### Track usage over the die, run 1

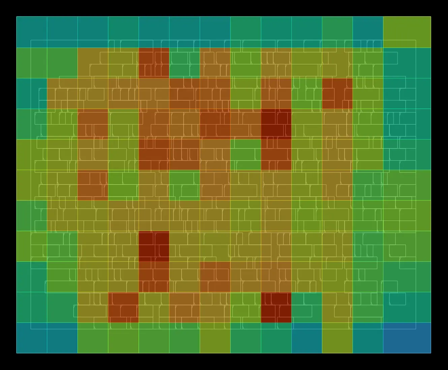
### Logic cells by family, run 1

Scale: 3 px per um.
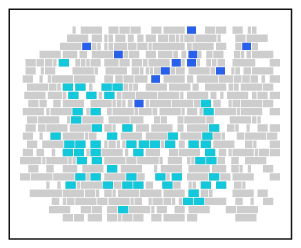
### Metal 1, run 1

Scale: 3 px per um.
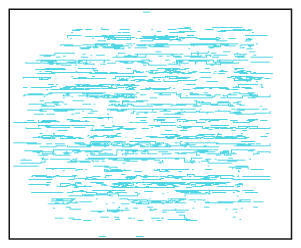
--- src/rtl/stream_deserializer_if.sv ---
`default_nettype none
// +----------------------------------------------------------------------+
// | stream_deserializer_if: narrow-in / wide-out valid-ready bundle       |
// | Rev 1.0                                                               |
// +----------------------------------------------------------------------+
interface stream_deserializer_if #(
  parameter int IN_W  = 8,
  parameter int RATIO = 4
);
  logic                  s_valid;
  logic                  s_ready;
  logic [IN_W-1:0]       s_data;
  logic                  s_last;
  logic                  m_valid;
  logic                  m_ready;
  logic [IN_W*RATIO-1:0] m_data;
  logic [RATIO-1:0]      m_keep;
  logic                  m_last;

  modport master (
    output s_valid, s_data, s_last, m_ready,
    input  s_ready, m_valid, m_data, m_keep, m_last
  );

  modport slave (
    input  s_valid, s_data, s_last, m_ready,
    output s_ready, m_valid, m_data, m_keep, m_last
  );
endinterface
`default_nettype wire

--- src/rtl/stream_deserializer.sv ---
`default_nettype none
// +----------------------------------------------------------------------+
// | stream_deserializer: packs RATIO narrow beats into one wide word      |
// | Rev 1.0                                                               |
// +----------------------------------------------------------------------+
module stream_deserializer #(
  parameter int IN_W  = 8,
  parameter int RATIO = 4,
  parameter int CNT_W = $clog2(RATIO)
) (
  input  wire logic            clk,
  input  wire logic            rst_n,
  stream_deserializer_if.slave bus,
  output logic [15:0]          word_cnt
);

  logic [CNT_W-1:0]            r_cnt;
  logic [RATIO-1:0][IN_W-1:0]  r_buf;
  logic                        r_m_valid;
  logic [RATIO-1:0][IN_W-1:0]  r_m_data;
  logic [RATIO-1:0]            r_m_keep;
  logic                        r_m_last;
  logic [15:0]                 r_word_cnt;

  logic                        w_s_ready;
  logic                        w_s_fire;
  logic                        w_m_fire;
  logic                        w_complete;
  logic [RATIO-1:0][IN_W-1:0]  w_word;
  logic [RATIO-1:0]            w_keep;

  assign w_s_ready  = !r_m_valid || bus.m_ready;
  assign w_s_fire   = bus.s_valid && w_s_ready;
  assign w_m_fire   = r_m_valid && bus.m_ready;
  assign w_complete = w_s_fire && ((r_cnt == CNT_W'(RATIO-1)) || bus.s_last);

  // Lanes above the current one are already zero because the buffer is
  // cleared whenever a word completes.
  always_comb begin
    w_word = r_buf;
    w_keep = '0;
    for (int k = 0; k < RATIO; k++) begin
      if (k == int'(r_cnt)) w_word[k] = bus.s_data;
      w_keep[k] = (k <= int'(r_cnt));
    end
  end

  always_ff @(posedge clk) begin
    if (!rst_n) begin
      r_cnt      <= '0;
      r_buf      <= '0;
      r_m_valid  <= 1'b0;
      r_m_data   <= '0;
      r_m_keep   <= '0;
      r_m_last   <= 1'b0;
      r_word_cnt <= '0;
    end else begin
      if (w_m_fire) r_word_cnt <= r_word_cnt + 16'd1;
      if (w_complete) begin
        r_m_valid <= 1'b1;
        r_m_data  <= w_word;
        r_m_keep  <= w_keep;
        r_m_last  <= bus.s_last;
        r_cnt     <= '0;
        r_buf     <= '0;
      end else begin
        if (w_m_fire) r_m_valid <= 1'b0;
        if (w_s_fire) begin
          r_buf[r_cnt] <= bus.s_data;
          r_cnt        <= r_cnt + CNT_W'(1);
        end
      end
    end
  end

  assign bus.s_ready = w_s_ready;
  assign bus.m_valid = r_m_valid;
  assign bus.m_data  = r_m_data;
  assign bus.m_keep  = r_m_keep;
  assign bus.m_last  = r_m_last;
  assign word_cnt    = r_word_cnt;

endmodule
`default_nettype wire

--- src/flat_wrapper.sv ---
// flat-port wrapper written by rule: the top's interface ports become plain ports
module stream_deserializer_flat 
#(
  parameter int IN_W  = 8,
  parameter int RATIO = 4,
  parameter int CNT_W = $clog2(RATIO)
)
  (clk, rst_n, word_cnt, bus_s_valid, bus_s_data, bus_s_last, bus_m_ready, bus_s_ready, bus_m_valid, bus_m_data, bus_m_keep, bus_m_last);
  stream_deserializer_if #(.IN_W(IN_W), .RATIO(RATIO)) bus_i ();
  input  wire logic clk;
  input  wire logic rst_n;
  output logic [15:0] word_cnt;
  input wire logic [$bits(bus_i.s_valid)-1:0] bus_s_valid;
  input wire logic [$bits(bus_i.s_data)-1:0] bus_s_data;
  input wire logic [$bits(bus_i.s_last)-1:0] bus_s_last;
  input wire logic [$bits(bus_i.m_ready)-1:0] bus_m_ready;
  output wire logic [$bits(bus_i.s_ready)-1:0] bus_s_ready;
  output wire logic [$bits(bus_i.m_valid)-1:0] bus_m_valid;
  output wire logic [$bits(bus_i.m_data)-1:0] bus_m_data;
  output wire logic [$bits(bus_i.m_keep)-1:0] bus_m_keep;
  output wire logic [$bits(bus_i.m_last)-1:0] bus_m_last;
  assign bus_i.s_valid = bus_s_valid;
  assign bus_i.s_data = bus_s_data;
  assign bus_i.s_last = bus_s_last;
  assign bus_i.m_ready = bus_m_ready;
  assign bus_s_ready = bus_i.s_ready;
  assign bus_m_valid = bus_i.m_valid;
  assign bus_m_data = bus_i.m_data;
  assign bus_m_keep = bus_i.m_keep;
  assign bus_m_last = bus_i.m_last;
  stream_deserializer #(.IN_W(IN_W), .RATIO(RATIO), .CNT_W(CNT_W)) u_core (.clk(clk), .rst_n(rst_n), .bus(bus_i), .word_cnt(word_cnt));
endmodule
--- config.mk ---
export PLATFORM = sky130hd
export DESIGN_NAME = stream_deserializer_flat
export DESIGN_NICKNAME = d
export VERILOG_FILES = /design/src/rtl/stream_deserializer_if.sv /design/src/rtl/stream_deserializer.sv /design/src/flat_wrapper.sv
export SDC_FILE = /design/constraint.sdc
export NUM_CORES = 1
export LEC_CHECK = 0
export CORE_ASPECT_RATIO = 0.8
export CORE_MARGIN = 3
export CORE_UTILIZATION = 58
export CTS_BUF_LIST = sky130_fd_sc_hd__clkbuf_8
export DETAILED_ROUTE_END_ITERATION = 6
export PLACE_DENSITY = 0.91
export SYNTH_ARGS = -nofsm -noshare
export SYNTH_HDL_FRONTEND = slang
export SYNTH_SLANG_ARGS = --single-unit
--- constraint.sdc ---
create_clock -name clk -period 3.9 [get_ports clk]
set_input_delay 0.585 -clock clk [delete_from_list [all_inputs] [get_ports clk]]
set_output_delay 0.585 -clock clk [all_outputs]
set_load 0.005 [all_outputs]
==> results.sh, run 1 <==
# yosys + openroad results
export IMPL_n_fill_cell=360
export IMPL_status="finished clean"
export IMPL_top_cells_by_area="dfxtp_1 (50%), mux2i_1 (16%), nor2_1 (7.5%), a211oi_1 (7.0%), ha_1 (2.1%)"
export IMPL_r2r_slack_ps=1320
export IMPL_r2r_start="u_core.r_cnt[1]"
export IMPL_io_pins=68
export IMPL_yosysUniqueCellTypes=33
export IMPL_min_to="u_core.bus.m_keep[3]"
export IMPL_final_util_pct=78.1
export IMPL_critical_path_startpoint_type="input port"
export IMPL_grt_overflow=0
export IMPL_min_path_cells=2
export IMPL_vias_per_cell=5.56
export IMPL_syn_inst=363
export IMPL_grt_met2_usage_pct=37.6
export IMPL_worst_path_buf_inv=2
export IMPL_relSlewSlack_pct=38.4
export IMPL_cts_root_buf="clkbuf_8"
export IMPL_finalPower_mw=1.88
export IMPL_dp_cells=484
export IMPL_p_seq_share_pct=50.9
export IMPL_hp_class="flip-flop to flip-flop"
export IMPL_hold_viol_final=0
export IMPL_cts_resized=0
export IMPL_cp_num_cells=3
export IMPL_cts_tree="built"
export IMPL_worstMarginPinSlew_ps=922
export IMPL_critPathSlowestCell="clkdlybuf4s50_1"
export IMPL_final_nets=436
export IMPL_drive_above_1_share_pct=5.92
export IMPL_power_density_nw_per_um2=423
export IMPL_yosysTopAreaCell="dfxtp_1"
export IMPL_cpLargestDelayFamily="buffers and inverters"
export IMPL_postCtsSetupBuffers=0
export IMPL_crit_required_ps=3310
export IMPL_grt_pass1_wl_mm=13.4
export IMPL_dpl_cell_area_sq_um=4200
export IMPL_path_class="input port to primary output"
export IMPL_die_w_um=93.6
export IMPL_ir_drop_v=0.000367
export IMPL_htreeDepth=3
export IMPL_antenna_found_initial=0
export IMPL_cap_violations=0
export IMPL_sw_frac_of_total_pct=24.2
export IMPL_finalSetupTns_ps=0
export IMPL_cts_buffers=9
export IMPL_ys_flops=88
export IMPL_fp_row_count=24
export IMPL_synthTopLogicFamily="simple AND/OR/NAND/NOR gates"
export IMPL_synth_stat_cells=363
export IMPL_fin_crit_sh_pct=69.2
export IMPL_grt_start_max_net_pins=69
export IMPL_wl_met1_mm=3.49
export IMPL_yosys_warnings=0
export IMPL_clock_skew_ps=6.26
export IMPL_min_period_ps=2700
export IMPL_yosysTopAreaCellShare_pct=49.5
export IMPL_cp_startpoint="bus_m_ready"
Back to the opening pictures, 'Track usage over the die':
Avg WL per Cell: 15.9 um
GRT Util Overall: 23.7%
met1 capacity usage during global routing: 31.0%
grt peak-use layer: met2
GR Util met3: 7.11%

Back to the opening pictures, 'Logic cells by family':
legend:
  cyan:
    family: mux cells
    cells: 56
  blue:
    family: xor and xnor cells
    cells: 11
Finished Layout Cells: 500
logic share of the area: 37.3%
Top cell excl fill/tap: dfxtp_1

Back to the opening pictures, 'Metal 1':
main direction: horizontal
longest straight run: 32.2 um
nets with wire on the layer: 393
wire length on this layer: 3490 um
share of all routed wire: 44%
final WL: 7.97 mm
DR vias: 2782

## run 1: power groups by stage
stage	clock network (mW)	registers, mW	logic, mW
after floorplan	0	0.975	0.119
after detailed placement	0	0.975	0.219
final	0.702	0.954	0.220
after global routing	0.751	0.960	0.239
after global placement	0	0.974	0.211
after CTS	0.712	0.954	0.220
## run 1: placed cells by master, fill, tap and decap left out, types with 2 or more instances in the layout
cell type,netlist,layout
clkinv_4,0,2
clkbuf_8,1,10
mux2i_1,56,56
ha_1,6,6
a21oi_1,10,10
nor2_1,71,71
clkdlybuf4s50_1,0,67
dfxtp_1,88,88
bufinv_16,0,2
nand3_1,10,10
a211oi_1,33,33
o21ai_0,4,4
nor3_1,4,4
inv_1,2,2
or3_1,2,2
or3_2,2,2
and4_1,2,2
nand2_1,13,13
and3_1,9,9
nand4_1,4,4
xor2_1,7,7
clkinvlp_4,0,2
xnor2_1,4,4
## run 1: worst register-to-register path: cells and delay by family, from the launching register on
| family | cells | cell delay [ps] |
|---|---|---|
| AOI/OAI and AO/OA | 2 | 1010 |
| and+or+nand+nor | 1 | 710 |
| adders and majority gates | 1 | 410 |
| DFF | 1 | 360 |
## run 1: cell type report
class | count | area, sq um | area share [%]
Multi-Input combinational cell | 247 | 1660 | 37.3
Inverter | 3 | 11.3 | 0.254
Timing Repair Buffer | 68 | 678 | 15.3
Sequential cell | 88 | 1760 | 39.7
Clock inverter | 6 | 92.6 | 2.09
Tap cell | 78 | 97.6 | 2.20
Clock buffer | 10 | 138 | 3.10
## run 1: state kept, by name, indices dropped and copies added, names as in the netlist
signal	count
u_core.bus.m_data	32
u_core.bus.m_keep	4
u_core.bus.m_last	1
u_core.bus.m_valid	1
u_core.r_buf	32
u_core.r_cnt	2
u_core.word_cnt	16
### Zoomed window, run 1

Window x 58 to 83, y 45 to 70 um. Cells in grey, sequential cells in the stronger grey; small squares are vias.
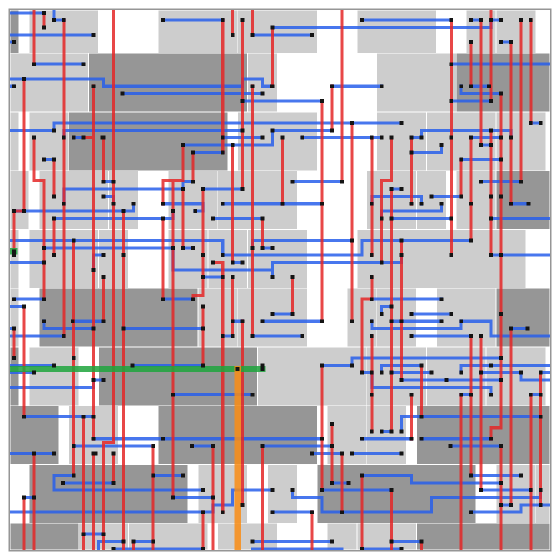

--- run 2 (diff from run 1) ---
Settings changed: CORE_UTILIZATION 58 to 48, PLACE_DENSITY 0.91 to 0.81.
Clock period 3.9 ns to 2.3 ns, I/O delays scaled along.
### Zoomed window, run 2

Window x 64 to 89, y 50 to 75 um. Cells in grey, sequential cells in the stronger grey; small squares are vias.
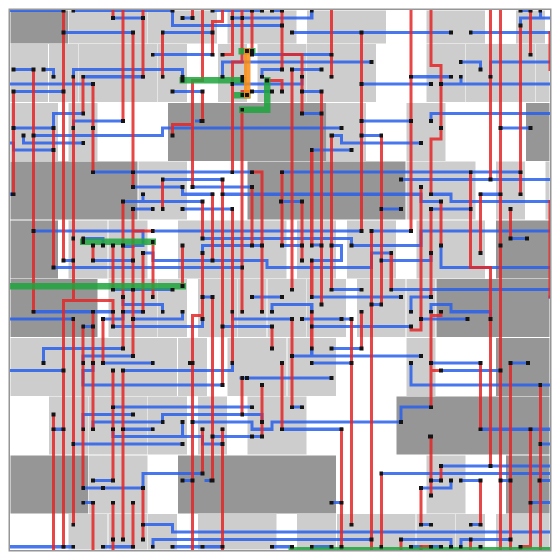
legend:
  green:
    layer: metal 3
  red:
    layer: metal 2
  blue:
    layer: metal 1
  orange:
    layer: metal 4
sequential cells in the window: 7
most frequent: nand2_1 (7), dfxtp_1 (7)
netlist names of flops here include: u_core.word_cnt (7)
cells with their middle in the window: 64

### Logic cells by family, run 2

Scale: 3 px per um.
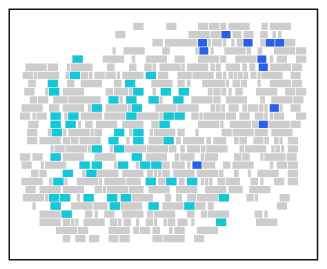
legend:
  blue:
    family: xor and xnor cells
    cells: 11
    where: top right
  cyan:
    family: mux cells
    cells: 56
Finished Layout Cells: 518
logic share of the area: 36.4%

==> run 2 against run 1 <==
  * Sequential cell count stayed put
  * Clock power is 74% higher
  * Area after synthesis stayed put
  * First-iteration DRC count is 26% higher
  * Sequential power is about 70% higher
==> results.sh, run 2 <==
# yosys + openroad results
export IMPL_status="finished clean"
export IMPL_vias=2828
export IMPL_finalPower_mw=3.22
export IMPL_cts_tree="built"
export IMPL_yosys_warnings=0
export IMPL_path_class="input port to primary output"
export IMPL_relSlewSlack_pct=59.6
export IMPL_hp_class="flip-flop to flip-flop"
export IMPL_n_all_inverters=3
export IMPL_regArea_sq_um=1760
export IMPL_grt_pass1_wl_mm=13.9
export IMPL_cp_max_fo=6
export IMPL_yosysUniqueCellTypes=33
export IMPL_clkLatencyLatePin_ps=360
export IMPL_finalSetupTns_ps=0
export IMPL_htreeDepth=3
export IMPL_min_path_cells=2
export IMPL_yosysTopAreaCellShare_pct=49.5
export IMPL_r2r_slack_ps=380
export IMPL_postCtsSetupBuffers=0
export IMPL_cts_resized=0
export IMPL_dominant_cells="registers"
export IMPL_fa_ha_area_share_pct=2.11
export IMPL_seq_area_share_pct=38.7
export IMPL_fin_crit_sh_pct=88.0
export IMPL_grt_use_total_pct=20.5
export IMPL_clock_skew_ps=12.1
export IMPL_syn_inst=363
export IMPL_worstMarginPinSlew_ps=606
export IMPL_min_period_ps=2020
export IMPL_ir_drop_v=0.000612
export IMPL_cts_buffers=9
export IMPL_drive_above_1_share_pct=7.66
export IMPL_worst_path_buf_inv=2
export IMPL_wl_per_cell_um=15.9
export IMPL_logic_area_sq_um=1660
export IMPL_n_fill_cell=568
export IMPL_lay_top_count="dfxtp_1"
export IMPL_final_nets=445
export IMPL_top_cells_by_area="dfxtp_1 (50%), mux2i_1 (16%), nor2_1 (7.5%), a211oi_1 (7.0%), ha_1 (2.1%)"
export IMPL_min_to="u_core.bus.m_last"
export IMPL_ys_sh_aoi_pct=9.64
export IMPL_holdWs_ps=461
export IMPL_r2r_start="u_core.r_cnt[1]"
export IMPL_wirelength_mm=8.22
export IMPL_synthTopLogicFamily="simple AND/OR/NAND/NOR gates"
export IMPL_antenna_found_initial=0
export IMPL_io_pins=68
export IMPL_dpl_cell_area_sq_um=4320
export IMPL_critPathSlowestCell="clkdlybuf4s50_1"
export IMPL_ys_flops=88
export IMPL_cpLargestDelayFamily="buffers and inverters"
export IMPL_comb_cells=247
export IMPL_crit_required_ps=1960
export IMPL_yosysTopAreaCell="dfxtp_1"
export IMPL_reg2reg_to="u_core.r_buf[4]"
export IMPL_power_density_nw_per_um2=708
export IMPL_die_w_um=102
export IMPL_syn_area_sq_um=3560
export IMPL_vias_per_cell=5.46
export IMPL_cap_violations=0
export IMPL_buf_share_pct=17.2
export IMPL_fp_row_count=27
export IMPL_grt_overflow=0
export IMPL_hold_viol_final=0
export IMPL_buffers=77
export IMPL_layout_top_cells="dfxtp_1 (88), nor2_1 (71), clkdlybuf4s50_1 (67)"
export IMPL_synth_stat_cells=363
export IMPL_n_clock_buffer=11
export IMPL_clock_area_share_pct=5.09
export IMPL_critical_path_startpoint_type="input port"
export IMPL_cts_root_buf="clkbuf_8"
export IMPL_seq_cells=88
export IMPL_die_h_um=83.0
export IMPL_tap_cell_count=87
==> run 2: power breakdown <==
part	internal [mW]	total, mW	switching, mW
logic	0.199	0.390	0.190
registers	1.58	1.62	0.0357
clock network	0.669	1.22	0.546
total	2.45	3.22	0.772
==> run 2: kinds of logic after synthesis <==
family,count (synthesis)
AND-OR/OR-AND,50
flip-flops,88
XOR/XNOR,11
AND/OR/NAND/NOR,124
buffers and inverters,28
adder cells (fa/ha/maj),6
multiplexers,56
==> run 2: how the worst max path moves through the flow <==
stage / startpoint / cells after the start / endpoint / slack, ps
final: bus_m_ready / 3 / bus_s_ready / 280
after global routing: u_core.r_cnt[1] / 5 / u_core.r_buf[7] / 160
after CTS: bus_m_ready / 3 / bus_s_ready / 280
after detailed placement: bus_m_ready / 6 / u_core.r_buf[4] / 170
after global placement: bus_m_ready / 6 / u_core.r_buf[5] / 240
after floorplan: u_core.r_cnt[0] / 6 / u_core.r_buf[3] / 510
==> run 2: worst reg2reg max path, delay by kind of cell (launching register included) <==
kind / cells / cell delay [ps]
simple gates: 2 / 550
fa+ha+maj: 1 / 490
flops: 1 / 360
mux: 1 / 280
buf+inv: 1 / 130
==> run 2: routing by layer <==
metal | vias to the layer above | GRT usage (%) | wire [um]
li1 | 1406 | - | -
met1 | 1338 | 28.7 | 3930
met2 | 74 | 30.6 | 3770
met3 | 10 | 6.63 | 434
met4 | 0 | 5.01 | 80
met5 | - | 0 | 0
==> run 2: per-stage QoR <==
| stage | cells | util (%) |
|---|---|---|
| global route | 518 | 64.8 |
| global placement | 502 | 61.5 |
| detailed placement | 502 | 61.5 |
| finish | 518 | 64.8 |
| floorplan | 363 | - |
| CTS | 518 | 64.8 |
--- run 3 (diff from run 2) ---
Settings changed: CTS_CLUSTER_SIZE from default to 8.
### Sequential cells coloured by netlist name, run 3

Scale: 4 px per um. Other sequential cells in the stronger grey, the rest of the logic in the fainter grey.
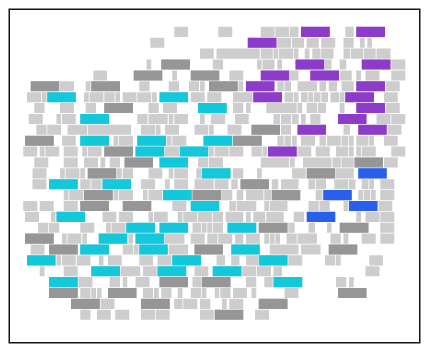
legend:
  purple:
    signal: u_core.word_cnt
    flops: 16
    where: top right
  blue:
    signal: u_core.bus.m_keep
    flops: 4
    where: right middle
  cyan:
    signal: u_core.r_buf
    flops: 32
not coloured: 36
sequential share of cell area: 38.7%
final core utilization: 64.8%
Seq. pwr: 1.62 mW
Register Area: 1760 sq um

### Logic cells by family, run 3

Scale: 3 px per um.
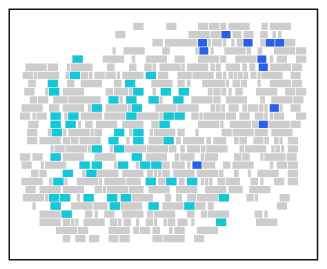
legend:
  cyan:
    family: mux cells
    cells: 56
  blue:
    family: xor and xnor cells
    cells: 11
    where: top right

==> run 3 against run 2 <==
  * Worst setup slack did not move
  * Die area did not move
  * Sequential share of layout area unchanged
  * Total power did not move
  * Clock power about the same
  * Via count did not move
  * Critical endpoint unchanged
  * Clock skew unchanged
==> results.sh, run 3 <==
# yosys + openroad results
export IMPL_fp_row_count=27
export IMPL_r2r_start="u_core.r_cnt[1]"
export IMPL_rsz0062_at_grt="no"
export IMPL_syn_nets=382
export IMPL_yosysTopAreaCell="dfxtp_1"
export IMPL_core_area_sq_um=7030
export IMPL_yosys_warnings=0
export IMPL_grt_overflow=0
export IMPL_drtIter0Drc=157
export IMPL_io_pins=68
export IMPL_hold_viol_final=0
export IMPL_drive_above_1_share_pct=7.66
export IMPL_cts_root_buf="clkbuf_8"
export IMPL_hp_class="flip-flop to flip-flop"
export IMPL_grt_pass1_vias=2795
export IMPL_cts_buffers=9
export IMPL_top_cells_by_area="dfxtp_1 (50%), mux2i_1 (16%), nor2_1 (7.5%), a211oi_1 (7.0%), ha_1 (2.1%)"
export IMPL_cts_tree="built"
export IMPL_end_kind="primary output"
export IMPL_lay_top_count="dfxtp_1"
export IMPL_relSlewSlack_pct=59.6
export IMPL_power_density_nw_per_um2=708
export IMPL_antenna_found_initial=0
export IMPL_wl_per_cell_um=15.9
export IMPL_cts_resized=0
export IMPL_worstMarginPinSlew_ps=606
export IMPL_min_period_ps=2020
export IMPL_ys_flops=88
export IMPL_fin_crit_sh_pct=88.0
export IMPL_yosysTopAreaCellShare_pct=49.5
export IMPL_die_w_um=102
export IMPL_clkLatencyLatePin_ps=360
export IMPL_crit_end="bus_s_ready"
export IMPL_htreeDepth=3
export IMPL_postCtsSetupBuffers=0
export IMPL_hold_buffers=0
export IMPL_clockBufferDepth=2
export IMPL_yosysUniqueCellTypes=33
export IMPL_vias=2828
export IMPL_cap_violations=0
export IMPL_syn_inst=363
export IMPL_layout_top_cells="dfxtp_1 (88), nor2_1 (71), clkdlybuf4s50_1 (67)"
export IMPL_ir_drop_v=0.000612
export IMPL_area_delta_synth_final_pct=28.0
export IMPL_finalSetupTns_ps=0
export IMPL_syn_area_sq_um=3560
export IMPL_r2r_slack_ps=380
export IMPL_path_class="input port to primary output"
export IMPL_hold_path_startpoint="u_core.bus.m_last"
export IMPL_reg2reg_to="u_core.r_buf[4]"
export IMPL_critical_path_startpoint_type="input port"
export IMPL_grt_start_max_net_pins=38
export IMPL_leakage_nw=1.80
export IMPL_die_h_um=83.0
export IMPL_vias_per_cell=5.46
export IMPL_grt_pass1_wl_mm=13.9
export IMPL_cp_max_fo=6
export IMPL_edf_count=0
export IMPL_r2r_cells=5
export IMPL_ys_chip_area_sq_um=3560
export IMPL_status="finished clean"
export IMPL_synth_stat_cells=363
export IMPL_crit_required_ps=1960
export IMPL_final_nets=445
export IMPL_holdWs_ps=461
export IMPL_yosysMostFrequentCell="dfxtp_1"
export IMPL_insertedDiodeCount=0
export IMPL_critPathArrivalTime_ps=1680
export IMPL_cp_startpoint="bus_m_ready"
export IMPL_grt_use_total_pct=20.5
export IMPL_clock_fmax_mhz=494
export IMPL_wirelength_mm=8.22
export IMPL_clock_skew_ps=12.1
run 3: cell counts after synthesis:
No cell type changed its count.
run 3: logic make-up after synthesis:
family,after synthesis,synth area share (%)
compound gates,50,9.64
flops,88,49.5
simple gates,124,16.3
xor+xnor,11,2.71
fa+ha+maj,6,2.11
buf+inv,28,3.94
mux,56,15.8
run 3: final cells by class:
| cell class | instances | area, sq um |
|---|---|---|
| clock buffer | 11 | 151 |
| tap | 87 | 109 |
| fill | 568 | 2470 |
| clock inverter | 5 | 80.1 |
| sequential | 88 | 1760 |
| inverter | 3 | 11.3 |
| timing repair buffer | 77 | 783 |
| multi-input combinational | 247 | 1660 |
run 3: worst min path at each step:
stage                                end  slack (ps)  depth (start not counted)
floorplan           u_core.bus.m_keep[3]         450                          2
global placement       u_core.bus.m_last         440                          2
detailed placement     u_core.bus.m_last         450                          2
CTS                    u_core.bus.m_last         470                          2
global route        u_core.bus.m_keep[3]         500                          2
finish                 u_core.bus.m_last         460                          2
run 3: metal layers:
layer	global-route usage [%]	wire length (um)
met1	28.7	3930
met2	30.6	3770
met3	6.63	434
met4	5.01	80
met5	0	0
run 3: critical path, cell delays in order:
cell and delay, ps:
clkdlybuf4s50_1 580, nand2b_1 210, clkdlybuf4s50_1 540
run 3: metrics by stage:
stage          util, %  power [mW]  worst slack [ps]  area, sq um  std cells
2_1_floorplan        -        1.86               509         3560        363
3_3_place_gp      61.5        2.03               242         4320        502
3_5_place_dp      61.5        2.04               167         4320        502
4_1_cts           64.8        3.24               278         4550        518
5_1_grt           64.8        3.36               164         4550        518
6_report          64.8        3.22               276         4550        518
run 3: power by group:
group          internal, mW  switching, mW
sequential             1.58         0.0357
clock                 0.669          0.546
combinational         0.199          0.190
Power figures rest on the tool's default switching activity, not on a simulated workload.
